File: config.mk
export PLATFORM = sky130hd
export DESIGN_NAME = modulation_multiplier_pipe
export DESIGN_NICKNAME = d
export VERILOG_FILES = /design/src/rtl/modulation_multiplier_pipe.sv
export SDC_FILE = /design/constraint.sdc
export NUM_CORES = 1
export LEC_CHECK = 0
export CORE_ASPECT_RATIO = 0.6
export CORE_MARGIN = 1
export CORE_UTILIZATION = 55
export CTS_BUF_LIST = sky130_fd_sc_hd__clkbuf_4 sky130_fd_sc_hd__clkbuf_8 sky130_fd_sc_hd__clkbuf_16
export DETAILED_ROUTE_END_ITERATION = 10
export PLACE_DENSITY = 0.83
export REMOVE_ABC_BUFFERS = 1
export SETUP_SLACK_MARGIN = 0.5
export SYNTH_ARGS = -nofsm -noshare
export SYNTH_HDL_FRONTEND = slang
export SYNTH_SLANG_ARGS = --single-unit
File: constraint.sdc
create_clock -name CLK -period 12.8 [get_ports CLK]
set_input_delay 2.56 -clock CLK [delete_from_list [all_inputs] [get_ports CLK]]
set_output_delay 2.56 -clock CLK [all_outputs]
set_load 0.05 [all_outputs]
File: src/rtl/modulation_multiplier_pipe.sv
`default_nettype none
// =============================================================================
// modulation_multiplier_pipe : per-frame modulation fetch + intensity multiplier
// Revision: 1.0
// =============================================================================
module modulation_multiplier_pipe #(
    parameter int DEPTH           = 249,
    parameter int INTENSITY_WIDTH = 8,
    parameter int MOD_WIDTH       = 8,
    parameter int PHASE_WIDTH     = 8,
    parameter int IDX_WIDTH       = 15,
    parameter int MOD_RD_LATENCY  = 2
) (
    input  logic                                 CLK,
    input  logic                                 RST,
    input  logic                                 DIN_VALID,
    input  logic [INTENSITY_WIDTH-1:0]           INTENSITY_IN,
    input  logic [PHASE_WIDTH-1:0]               PHASE_IN,
    output logic [INTENSITY_WIDTH+MOD_WIDTH-1:0] INTENSITY_OUT,
    output logic [PHASE_WIDTH-1:0]               PHASE_OUT,
    output logic                                 DOUT_VALID,
    output logic [IDX_WIDTH-1:0]                 MOD_IDX,
    output logic                                 MOD_SEGMENT,
    input  logic [MOD_WIDTH-1:0]                 MOD_VALUE,
    input  logic [IDX_WIDTH-1:0]                 IDX_0,
    input  logic [IDX_WIDTH-1:0]                 IDX_1,
    input  logic                                 SEGMENT,
    input  logic                                 STOP,
    input  logic                                 BYPASS,
    output logic                                 BUSY,
    output logic                                 FRAME_DROP,
    output logic [IDX_WIDTH-1:0]                 DEBUG_IDX,
    output logic                                 DEBUG_SEGMENT,
    output logic                                 DEBUG_STOP
);

    localparam int c_lat     = MOD_RD_LATENCY + 3;
    localparam int c_int_dly = MOD_RD_LATENCY + 2;
    localparam int c_prod_w  = INTENSITY_WIDTH + MOD_WIDTH;
    localparam int c_cnt_max = (DEPTH > MOD_RD_LATENCY) ? DEPTH : MOD_RD_LATENCY;
    localparam int c_cnt_w   = $clog2(c_cnt_max + 1);
    localparam logic [c_cnt_w-1:0] c_depth = c_cnt_w'(DEPTH);
    localparam logic [c_cnt_w-1:0] c_fetch = c_cnt_w'(MOD_RD_LATENCY);

    typedef enum logic [1:0] {
        ST_IDLE  = 2'd0,
        ST_FETCH = 2'd1,
        ST_RUN   = 2'd2
    } state_t;

    state_t                       state_q, state_d;
    logic [c_cnt_w-1:0]           cnt_q, cnt_d;
    logic [IDX_WIDTH-1:0]         idx_q, idx_d;
    logic                         seg_q, seg_d;
    logic                         stop_q, stop_d;
    logic                         byp_q, byp_d;
    logic                         drop_q, drop_d;
    logic [MOD_WIDTH-1:0]         mod_q, mod_d;
    logic [c_prod_w-1:0]          prod_q, prod_d;
    logic [INTENSITY_WIDTH-1:0]   int_dly_q [c_int_dly];
    logic [INTENSITY_WIDTH-1:0]   int_dly_d [c_int_dly];
    logic [PHASE_WIDTH-1:0]       ph_dly_q  [c_lat];
    logic [PHASE_WIDTH-1:0]       ph_dly_d  [c_lat];

    // FETCH counts MOD_RD_LATENCY..0, RUN counts DEPTH..0 (last output at count 0)
    always_comb begin
        state_d = state_q;
        cnt_d   = cnt_q;
        idx_d   = idx_q;
        seg_d   = seg_q;
        stop_d  = stop_q;
        byp_d   = byp_q;
        mod_d   = mod_q;
        drop_d  = DIN_VALID && (state_q != ST_IDLE);
        case (state_q)
            ST_IDLE: begin
                if (DIN_VALID) begin
                    state_d = ST_FETCH;
                    cnt_d   = c_fetch;
                    stop_d  = STOP;
                    byp_d   = BYPASS;
                    if (!STOP) begin
                        idx_d = SEGMENT ? IDX_1 : IDX_0;
                        seg_d = SEGMENT;
                    end
                end
            end
            ST_FETCH: begin
                if (cnt_q == '0) begin
                    state_d = ST_RUN;
                    cnt_d   = c_depth;
                    mod_d   = byp_q ? '1 : MOD_VALUE;
                end else begin
                    cnt_d = cnt_q - c_cnt_w'(1);
                end
            end
            ST_RUN: begin
                if (cnt_q == '0) begin
                    state_d = ST_IDLE;
                end else begin
                    cnt_d = cnt_q - c_cnt_w'(1);
                end
            end
            default: state_d = ST_IDLE;
        endcase
    end

    always_comb begin
        int_dly_d[0] = INTENSITY_IN;
        for (int i = 1; i < c_int_dly; i++) begin
            int_dly_d[i] = int_dly_q[i-1];
        end
        ph_dly_d[0] = PHASE_IN;
        for (int i = 1; i < c_lat; i++) begin
            ph_dly_d[i] = ph_dly_q[i-1];
        end
        prod_d = c_prod_w'(int_dly_q[c_int_dly-1]) * c_prod_w'(mod_q);
    end

    always_ff @(posedge CLK) begin
        if (RST) begin
            state_q   <= ST_IDLE;
            cnt_q     <= '0;
            idx_q     <= '0;
            seg_q     <= 1'b0;
            stop_q    <= 1'b0;
            byp_q     <= 1'b0;
            drop_q    <= 1'b0;
            mod_q     <= '0;
            prod_q    <= '0;
            int_dly_q <= '{default: '0};
            ph_dly_q  <= '{default: '0};
        end else begin
            state_q   <= state_d;
            cnt_q     <= cnt_d;
            idx_q     <= idx_d;
            seg_q     <= seg_d;
            stop_q    <= stop_d;
            byp_q     <= byp_d;
            drop_q    <= drop_d;
            mod_q     <= mod_d;
            prod_q    <= prod_d;
            int_dly_q <= int_dly_d;
            ph_dly_q  <= ph_dly_d;
        end
    end

    assign INTENSITY_OUT = prod_q;
    assign PHASE_OUT     = ph_dly_q[c_lat-1];
    assign DOUT_VALID    = (state_q == ST_RUN) && (cnt_q < c_depth);
    assign BUSY          = (state_q != ST_IDLE);
    assign FRAME_DROP    = drop_q;
    assign MOD_IDX       = idx_q;
    assign MOD_SEGMENT   = seg_q;
    assign DEBUG_IDX     = idx_q;
    assign DEBUG_SEGMENT = seg_q;
    assign DEBUG_STOP    = stop_q;

endmodule
`default_nettype wire

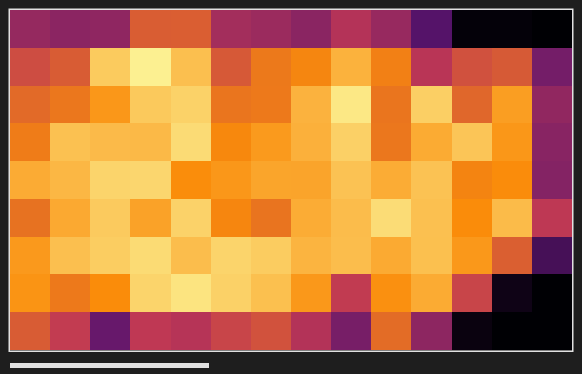
run_1/util_map.png
Scale bar: 50 um. The die is cut into 14 by 9 equal tiles; black is low, pale yellow is high, 0 to 100% covered.
4.8% of the tiles are nearly empty. 50% of the tiles are over 75% full. The mean over all tiles is 66%.
FP Util: 0.564
core area: 11300 sq um
final design utilization: 0.722

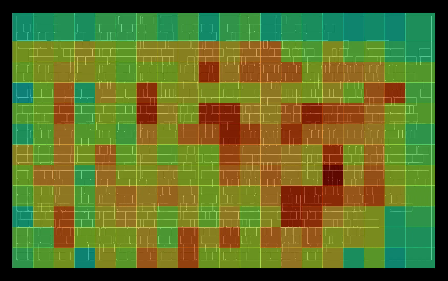
run_1/congestion_map.png
Total Routing Usage GR: 0.240
routing usage on met1: 0.292
DR WL/cell: 14.7 um
met3 GRT Util: 0.0609
GRT Max-Usage Layer: met2

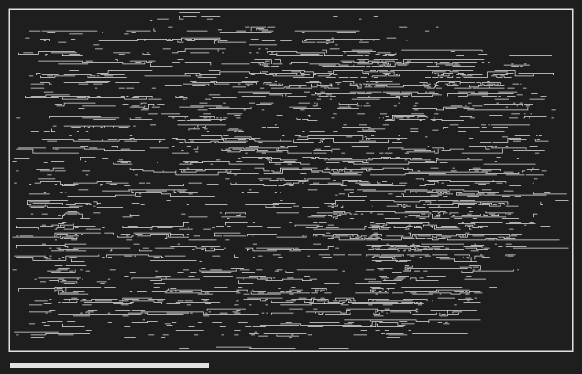
run_1/m1.png
Scale bar: 50 um.
The layer holds 43% of the routed length. 796 nets have wire on it. The longest straight run is 20.7 um.
via count: 4783
routed wire length: 13600 um

==> flow_summary.json, run 1 <==
{
  "portBuffers": 119,
  "wl_met3_um": 995,
  "p_leak_nw": 3.53,
  "dp.cells": 892,
  "relSlewSlack": 0.270,
  "final_cell_mix": "125 x dfxtp_1, 118 x clkdlybuf4s50_1, 82 x nor2b_1",
  "drt-pass1-iter-count": 6,
  "drt_iter0_markers": 267,
  "warnings": 31,
  "dr_wl_met2_um": 6650,
  "met1_length_um": 5820,
  "tritoncts": "done",
  "postSynthCellCount": 654,
  "critPathMaxStageDelay_ps": 690,
  "cp_top_family": "buffers and inverters",
  "h-tree-depth": 4,
  "yosys_cells": 654,
  "die-area_sq_um": 12000,
  "fin_skew_ps": 9.07,
  "stdcell_count": 924,
  "grt_max_degree": 101,
  "ioPinCount": 120,
  "worst_pin_slew_ps": 1090,
  "cp_num_cells": 6,
  "max_freq_ghz": 0.208,
  "die_h_um": 85.4,
  "path_clk_slew_ps": 60,
  "post-route-drc-count": 0,
  "synthToLayoutAreaGrowth_pct": 28.0,
  "clockBufferDepth": 2,
  "syn_area_per_cell_sq_um": 9.75,
  "yosys_warnings": 0,
  "num_rows": 30,
  "ctsResizeCount": 0,
  "hpwl_um": 9300,
  "place.gp.congestion": 0.823,
  "seq_area_frac_synth": 0.392,
  "hold_path_depth": 1,
  "highest_layer": "met4",
  "grt_overflow_total": 0,
  "edf_count": 0,
  "flop_cell": "dfxtp_1",
  "start_kind": "flop",
  "nFillCells": 799,
  "yosysChipArea_sq_um": 6380,
  "clk_root_buffer_cell": "clkbuf_16",
  "p_per_area_nw_per_um2": 144,
  "path_buffers": 2,
  "cts_setup_buffers": 0,
  "ant_nets": 0,
  "end_kind": "output port",
  "lay_top_count": "dfxtp_1",
  "status": "finished, final reports clean",
  "crit_type": "flop to output port",
  "antenna_cells": 0,
  "r2r_cells": 14,
  "clkSinkCount": 125,
  "setup_tns_ps": 0,
  "async_flop_share": 0,
  "finalHoldViolCount": 0,
  "crit_chain": "inv_1 -> ha_1 -> nand2_1 -> nand3_1 -> o21a_1 -> clkdlybuf4s50_1",
  "num-nets-final": 889,
  "die_w_um": 141,
  "logic_area_sq_um": 3430,
  "insertion_delay_ps": 400,
  "cp.arrival_ps": 2240,
  "grt_pass1_vias": 4849,
  "cp.required_ps": 10240,
  "period_needed_ps": 4800,
  "grt_pass1_wl_um": 22500,
  "synth_area_sq_um": 6380,
  "crit_path_top_delay_cell": "clkdlybuf4s50_1",
  "via_per_inst": 5.18,
  "drv_slew": 0,
  "regArea_sq_um": 2500,
  "postCtsHoldBufs": 0,
  "synth_flops": 125,
  "cts_made_buffers": 17,
  "drv_cap": 0,
  "ir_worst_vdd_mv": 0.101,
  "hold_path_class": "flop to flop",
  "grt_setup_unrepaired": "no",
  "drive_gt1_frac": 0.0589,
  "antenna_found_initial": 0,
  "finalCritPeriodShare": 0.375,
  "setup_viol": 0,
  "ys_types": 52,
  "critPathMaxFanout": 5
}
run 1: cells in the mapped netlist, drive strengths merged (20+ instances only):
library cell / instances / area share
inv: 56 / 0.033
nor3: 25 / 0.020
nor2b: 82 / 0.080
clkbuf: 20 / 0.012
dfxtp: 125 / 0.39
nand2: 21 / 0.012
and2: 53 / 0.052
nor2: 45 / 0.026
fa: 36 / 0.11
ha: 42 / 0.082
a211oi: 25 / 0.031
buf: 22 / 0.025
run 1: cell type report:
class,instances,share of cell area
Tap cell,160,0.0245
Timing Repair Buffer,120,0.147
Clock buffer,21,0.0573
Clock inverter,11,0.0189
Sequential cell,125,0.307
Multi-Input combinational cell,431,0.420
Inverter,56,0.0258
run 1: cells by family (layout without fill, tap and decap cells):
group	Yosys count	in the layout	synth area share
muxes	19	19	0.0304
buffers and inverters	98	208	0.0697
adders and majority gates	78	78	0.195
AOI/OAI and AO/OA	84	84	0.0938
xor gates and xnor gates	2	2	0.00275
and+or+nand+nor	248	248	0.215
DFF	125	125	0.392
run 1: state kept, by name (all words and copies together) (netlist names), 8 cells and up:
register	flops
DEBUG_IDX	15
cnt_q	8
INTENSITY_OUT	16
int_dly_d	24
int_dly_q	8
ph_dly_d	32
mod_q	8
PHASE_OUT	8
run 1: per-stage QoR:
stage          instance area [sq um]  worst slack, ps  hold slack (ps)  power [mW]
3_5_place_dp                    7540             8230              420       0.673
6_report                        8160             8000              429        1.17
4_1_cts                         8160             7990              431        1.18
5_1_grt                         8160             7900              447        1.22
3_3_place_gp                    7540             8360              415       0.662
2_1_floorplan                   6140             8730              414       0.588
run 1: final timing paths:
kind	from	end	slack, ps
worst max register to register	mod_q[7]$_SDFFE_PP0P_	INTENSITY_OUT[15]$_SDFF_PP0_	8330
worst min register to register	int_dly_d[17]$_SDFF_PP0_	int_dly_d[9]$_SDFF_PP0_	430
worst min-delay path	int_dly_d[17]$_SDFF_PP0_	int_dly_d[9]$_SDFF_PP0_	430
worst max-delay path	cnt_q[0]$_SDFFE_PP0P_	DOUT_VALID	8000
run 1: layer usage:
layer | track usage | vias up
met5 | 0 | -
met4 | 0.0682 | 0
met3 | 0.0609 | 15
met2 | 0.426 | 170
met1 | 0.292 | 2266
li1 | - | 2332
run 1: power by group:
group / total, mW / internal [mW] / switching (mW)
logic: 0.225 / 0.0889 / 0.136
clock network: 0.502 / 0.324 / 0.178
registers: 0.446 / 0.416 / 0.0299
## Run 2: what changed since run 1
Settings changed: CORE_UTILIZATION 55 to 48, PLACE_DENSITY 0.83 to 0.76.
Clock period 12.8 ns to 4.1 ns, I/O delays scaled along.
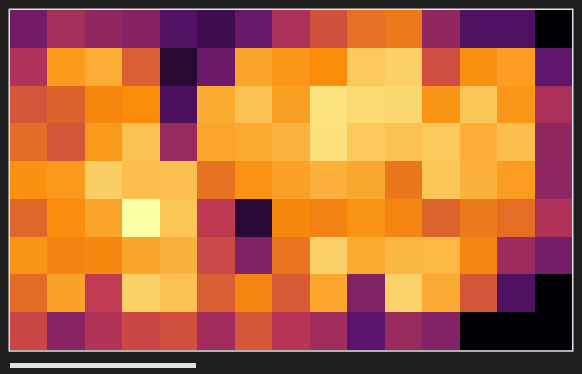
run_2/util_map.png
Scale bar: 50 um. The die is cut into 15 by 9 equal tiles; black is low, pale yellow is high, 0 to 100% covered.
The emptiest ninth of the die: south-east. 3.7% of the tiles are nearly empty. The fullest tile reaches 100%. The mean over all tiles is 62%. 43% of the tiles are over 75% full.

==> run 2 against run 1 <==
Against the previous run:
- sequential cell count stayed put
- global-route usage fell by 2.4 points
- register-to-register slack worse by 8200 ps
- setup slack got worse by 7900 ps
- utilization decreased by 4.0 points
- die area is 14% higher
- clock-buffer cell count shrank 4
- synthesized cell count unchanged
- non-clock buffer count increased by 39
- clock skew increased by 3.7 ps
- critical path type is now flop to flop
- largest power group unchanged
==> flow_summary.json, run 2 <==
{
  "fin_ws_ps": 146,
  "finalCritPeriodShare": 0.964,
  "finalHoldViolCount": 0,
  "synth_dominant_cell_count": "dfxtp_1",
  "cp.required_ps": 4390,
  "crit_chain": "and2_4 -> fa_1 -> fa_1 -> fa_1 -> inv_2 -> fa_1 -> inv_2 -> ha_4 -> a21oi_4 -> o21bai_1 -> buf_4 -> nand3_2 -> a31oi_1 -> mux2_2",
  "p_per_area_nw_per_um2": 408,
  "cts_made_buffers": 17,
  "crit_type": "flop to flop",
  "ant_nets": 0,
  "worst_pin_slew_ps": 1070,
  "final_cell_mix": "118 x clkdlybuf4s50_1, 113 x dfxtp_1, 81 x nor2b_1",
  "yosysChipArea_sq_um": 6380,
  "grt_pass1_vias": 4935,
  "top_area_cell": "dfxtp_1",
  "drt-pass1-iter-count": 4,
  "path_clk_slew_ps": 70,
  "warnings": 31,
  "post-route-drc-count": 0,
  "synth_flops": 125,
  "insertion_delay_ps": 410,
  "drv_slew": 0,
  "hpwl_um": 9640,
  "postCtsHoldBufs": 0,
  "top_area_frac": 0.392,
  "wirelength_um": 14100,
  "grt_pass1_wl_um": 23200,
  "cp_top_family": "adder cells",
  "num-nets-final": 928,
  "period_needed_ps": 3950,
  "path_buffers": 3,
  "die-area_sq_um": 13800,
  "place.gp.congestion": 0.899,
  "flop_cell": "dfxtp_1",
  "postSynthCellCount": 654,
  "h-tree-depth": 4,
  "ir_worst_vdd_mv": 0.301,
  "grt_max_degree": 83,
  "topCellsByArea": "dfxtp_1 39%, fa_1 11%, ha_1 8.2%, nor2b_1 8.0%, and2_1 5.2%",
  "max_freq_ghz": 0.253,
  "syn_area_per_cell_sq_um": 9.75,
  "fin_skew_ps": 12.8,
  "dp.cells": 932,
  "track_usage": 0.216,
  "via_per_inst": 5.05,
  "status": "finished, final reports clean",
  "drive_gt1_frac": 0.192,
  "cp.arrival_ps": 4250,
  "die_w_um": 151,
  "end_kind": "flop",
  "critPathMaxStageDelay_ps": 560,
  "grt_overflow_total": 0,
  "synthToLayoutAreaGrowth_pct": 37.9,
  "portBuffers": 119,
  "largest_register_ffs": 32,
  "hold_ws_ps": 432,
  "clk_root_buffer_cell": "clkbuf_16",
  "setup_tns_ps": 0,
  "yosys_cells": 654,
  "relSlewSlack": 0.285,
  "ys_types": 52,
  "clockBufferDepth": 2,
  "lay_top_count": "clkdlybuf4s50_1",
  "edf_count": 0,
  "seq_area_frac_synth": 0.392,
  "p_leak_nw": 3.72,
  "num_rows": 32,
  "critPathMaxFanout": 6,
  "dpl_worst_slack_ps": -141,
  "wire_per_inst_um": 14.5,
  "yosys_warnings": 0,
  "tritoncts": "done",
  "drv_cap": 0,
  "setup_viol": 0,
  "ioPinCount": 120,
  "stdcell_count": 973,
  "die_h_um": 91.3,
  "synth_area_sq_um": 6380,
  "antenna_found_initial": 0,
  "hold_path_class": "flop to flop",
  "clkSinkCount": 125,
  "initCoreUtil": 0.495,
  "async_flop_share": 0
}
## run 2: timing repair
item	4_1_cts	5_1_grt
resized	78	19
setup endpoints to repair	9	9
pin swaps	45	14
setup buffers	5	4
cloned	0	0
endpoints found under the hold margin	0	0
## run 2: final cells by class
cell class / count / area (sq um)
Multi-Input combinational cell: 431 / 3740
Clock buffer: 17 / 425
Inverter: 56 / 210
Fill cell: 954 / 4100
Sequential cell: 125 / 2550
Tap cell: 170 / 213
Timing Repair Buffer: 159 / 1500
Clock inverter: 15 / 151
## run 2: kinds of logic after synthesis
family          Yosys count  synth area share
xor+xnor                  2           0.00275
mux                      19            0.0304
compound gates           84            0.0938
flops                   125             0.392
buf+inv                  98            0.0697
simple gates            248             0.215
fa+ha+maj                78             0.195
## run 2: through the flow
step / util / cell area [sq um] / power, mW
after global placement: 0.603 / 7780 / 2.11
after CTS: 0.674 / 8690 / 3.61
after floorplan: - / 6140 / 1.84
after detailed placement: 0.603 / 7780 / 2.13
final: 0.682 / 8790 / 3.59
after global routing: 0.682 / 8790 / 3.75
## run 2: final timing paths
| check | from | endpoint | slack [ps] | cells after the start |
|---|---|---|---|---|
| setup / recovery | mod_q[6]$_SDFFE_PP0P_ | INTENSITY_OUT[15]$_SDFF_PP0_ | 150 | 14 |
| hold / removal | ph_dly_d[8]$_SDFF_PP0_ | ph_dly_d[0]$_SDFF_PP0_ | 430 | 1 |
| setup reg to reg | mod_q[6]$_SDFFE_PP0P_ | INTENSITY_OUT[15]$_SDFF_PP0_ | 150 | 14 |
| hold reg to reg | ph_dly_d[8]$_SDFF_PP0_ | ph_dly_d[0]$_SDFF_PP0_ | 430 | 1 |
## run 2: where the power goes
group	switching (mW)	internal (mW)
sequential	0.0840	1.30
clock	0.640	0.807
combinational	0.443	0.315
## run 2: per-layer routing
layer,track usage,up-vias,share of wire
met5,0,-,0
met4,0.0717,0,0.012
met3,0.0553,19,0.058
met2,0.350,155,0.47
met1,0.280,2318,0.46
li1,-,2418,-
## Run 3: what changed since run 2
Settings changed: GPL_ROUTABILITY_DRIVEN from default to 0.
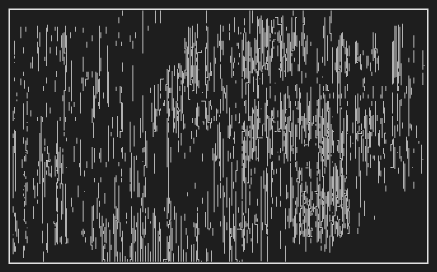
run_3/m2.png
803 nets have wire on it. The wires run mostly vertical. The longest straight run is 37.4 um.

==> run 3 against run 2 <==
Against the previous run:
- clock power rose by 17%
- final area rose by 0.92%
- setup slack lost 60 ps
- sequential cell count is the same
- clock skew about the same
- routed wire length up 1.3%
- clock-buffer cell count grew 1
- highest routed layer unchanged
- combinational power up 2%
- critical endpoint unchanged
- maximum frequency is 1.5% lower
- area after synthesis is the same
- utilization is 0.63 points higher
- largest cell class unchanged
- sequential power hardly changed
- critical path type unchanged
==> flow_summary.json, run 3 <==
{
  "yosys_warnings": 0,
  "p_per_area_nw_per_um2": 433,
  "via_per_inst": 5.12,
  "finalCritPeriodShare": 0.979,
  "grt_pass1_vias": 5061,
  "setup_viol": 0,
  "top_area_frac": 0.392,
  "seq_power_share": 0.360,
  "drv_slew": 0,
  "p_clk_frac": 0.439,
  "yosys_cells": 654,
  "tritoncts": "done",
  "yosysChipArea_sq_um": 6380,
  "hp-start": "int_dly_d[3]$_SDFF_PP0_",
  "wire_per_inst_um": 14.7,
  "synthToLayoutAreaGrowth_pct": 39.2,
  "r2r_end": "INTENSITY_OUT[15]$_SDFF_PP0_",
  "track_usage": 0.225,
  "critPathMaxStageDelay_ps": 540,
  "power_switching_mw": 1.16,
  "top_area_cell": "dfxtp_1",
  "syn_area_per_cell_sq_um": 9.75,
  "grt_pass1_wl_um": 23800,
  "cp.arrival_ps": 4320,
  "clk_root_buffer_cell": "clkbuf_16",
  "initCoreUtil": 0.495,
  "synth_area_sq_um": 6380,
  "swShare": 0.301,
  "finalHoldViolCount": 0,
  "hold_path_class": "flop to flop",
  "portBuffers": 119,
  "crit_chain": "buf_6 -> buf_6 -> and2_4 -> fa_2 -> fa_1 -> fa_1 -> inv_1 -> fa_1 -> inv_2 -> ha_4 -> o21a_1 -> o31a_1 -> o31ai_2 -> a31oi_1 -> mux2_2",
  "end_kind": "flop",
  "cp.required_ps": 4410,
  "h-tree-depth": 4,
  "setup_tns_ps": 0,
  "die_h_um": 91.3,
  "hpwl_um": 9790,
  "final_cell_mix": "118 x clkdlybuf4s50_1, 113 x dfxtp_1, 82 x nor2b_1",
  "clockBufferDepth": 2,
  "edf_count": 0,
  "drv_cap": 0,
  "drt-pass1-iter-count": 5,
  "ioPinCount": 120,
  "crit_type": "flop to flop",
  "ir_worst_vdd_mv": 0.333,
  "ys_types": 52,
  "topCellsByArea": "dfxtp_1 39%, fa_1 11%, ha_1 8.2%, nor2b_1 8.0%, and2_1 5.2%",
  "r2r-start": "mod_q[2]$_SDFFE_PP0P_",
  "cts_made_buffers": 17,
  "period_needed_ps": 4010,
  "drive_gt1_frac": 0.183,
  "grt_max_degree": 83,
  "lay_top_count": "clkdlybuf4s50_1",
  "p_leak_nw": 3.78,
  "internal_power_mw": 2.68,
  "worst_pin_slew_ps": 893,
  "synth_dominant_cell_count": "dfxtp_1",
  "num-nets-final": 928,
  "synth_flops": 125,
  "regToRegSetupSlack_ps": 90,
  "path_buffers": 4,
  "die-area_sq_um": 13800,
  "antenna_found_initial": 0,
  "min_to": "int_dly_q[3]$_SDFF_PP0_",
  "largest_register_ffs": 32,
  "wirelength_um": 14300,
  "startpoint": "mod_q[2]$_SDFFE_PP0P_",
  "r2r_cells": 15,
  "ant_nets": 0,
  "post-route-drc-count": 0,
  "max_freq_ghz": 0.249,
  "status": "finished, final reports clean"
}
[run 3: cell counts after synthesis]
No cell type changed its count.
[run 3: power by group through the flow]
stage          clock, mW  sequential [mW]  combinational, mW
5_1_grt             1.78             1.39              0.825
4_1_cts             1.72             1.38              0.755
3_5_place_dp           0             1.40              0.727
6_report            1.69             1.38              0.772
2_1_floorplan          0             1.52              0.312
3_3_place_gp           0             1.39              0.708
[run 3: logic make-up after synthesis]
family	share of synthesized area
AND-OR/OR-AND	0.0938
AND/OR/NAND/NOR	0.215
XOR/XNOR	0.00275
adder cells (fa/ha/maj)	0.195
buffers and inverters	0.0697
flip-flops	0.392
multiplexers	0.0304
[run 3: final cells by class]
class                      count  area (sq um)
clock inverter                14           220
fill                         930          4020
clock buffer                  18           439
inverter                      56           210
tap                          170           213
sequential                   125          2530
timing repair buffer         159          1510
multi-input combinational    431          3750
[run 3: repair_timing]
action                                  in CTS  in global routing
hold buffers                                 0                  0
setup buffers                                6                  5
endpoints found under the setup margin       9                  9
resized                                     64                 24
pin swaps                                   34                 10
[run 3: worst max path at each step]
stage                                         to  slack (ps)  cells past startpoint
finish              INTENSITY_OUT[15]$_SDFF_PP0_          90                     15
global placement    INTENSITY_OUT[14]$_SDFF_PP0_         -60                     13
detailed placement  INTENSITY_OUT[14]$_SDFF_PP0_        -140                     13
floorplan           INTENSITY_OUT[14]$_SDFF_PP0_          30                     13
CTS                 INTENSITY_OUT[15]$_SDFF_PP0_         140                     15
global route        INTENSITY_OUT[15]$_SDFF_PP0_         -50                     15
[run 3: stage by stage]
stage	cell area, sq um	hold WS [ps]	std cells	power [mW]	setup WS (ps)
after floorplan	6140	414	612	1.84	33.6
after global placement	7760	416	930	2.10	-57.5
after detailed placement	7760	425	930	2.13	-144
after CTS	8730	435	968	3.85	135
after global routing	8870	444	973	3.99	-52.3
final	8870	432	973	3.84	85.6
[run 3: per-layer routing]
layer,vias up,part of all wire,GRT usage,wire (um)
li1,2413,-,-,-
met1,2361,0.45,0.289,6470
met2,177,0.45,0.346,6470
met3,32,0.075,0.0724,1070
met4,0,0.020,0.0917,281
met5,-,0,0,0
Power and IR drop assume default switching activity.
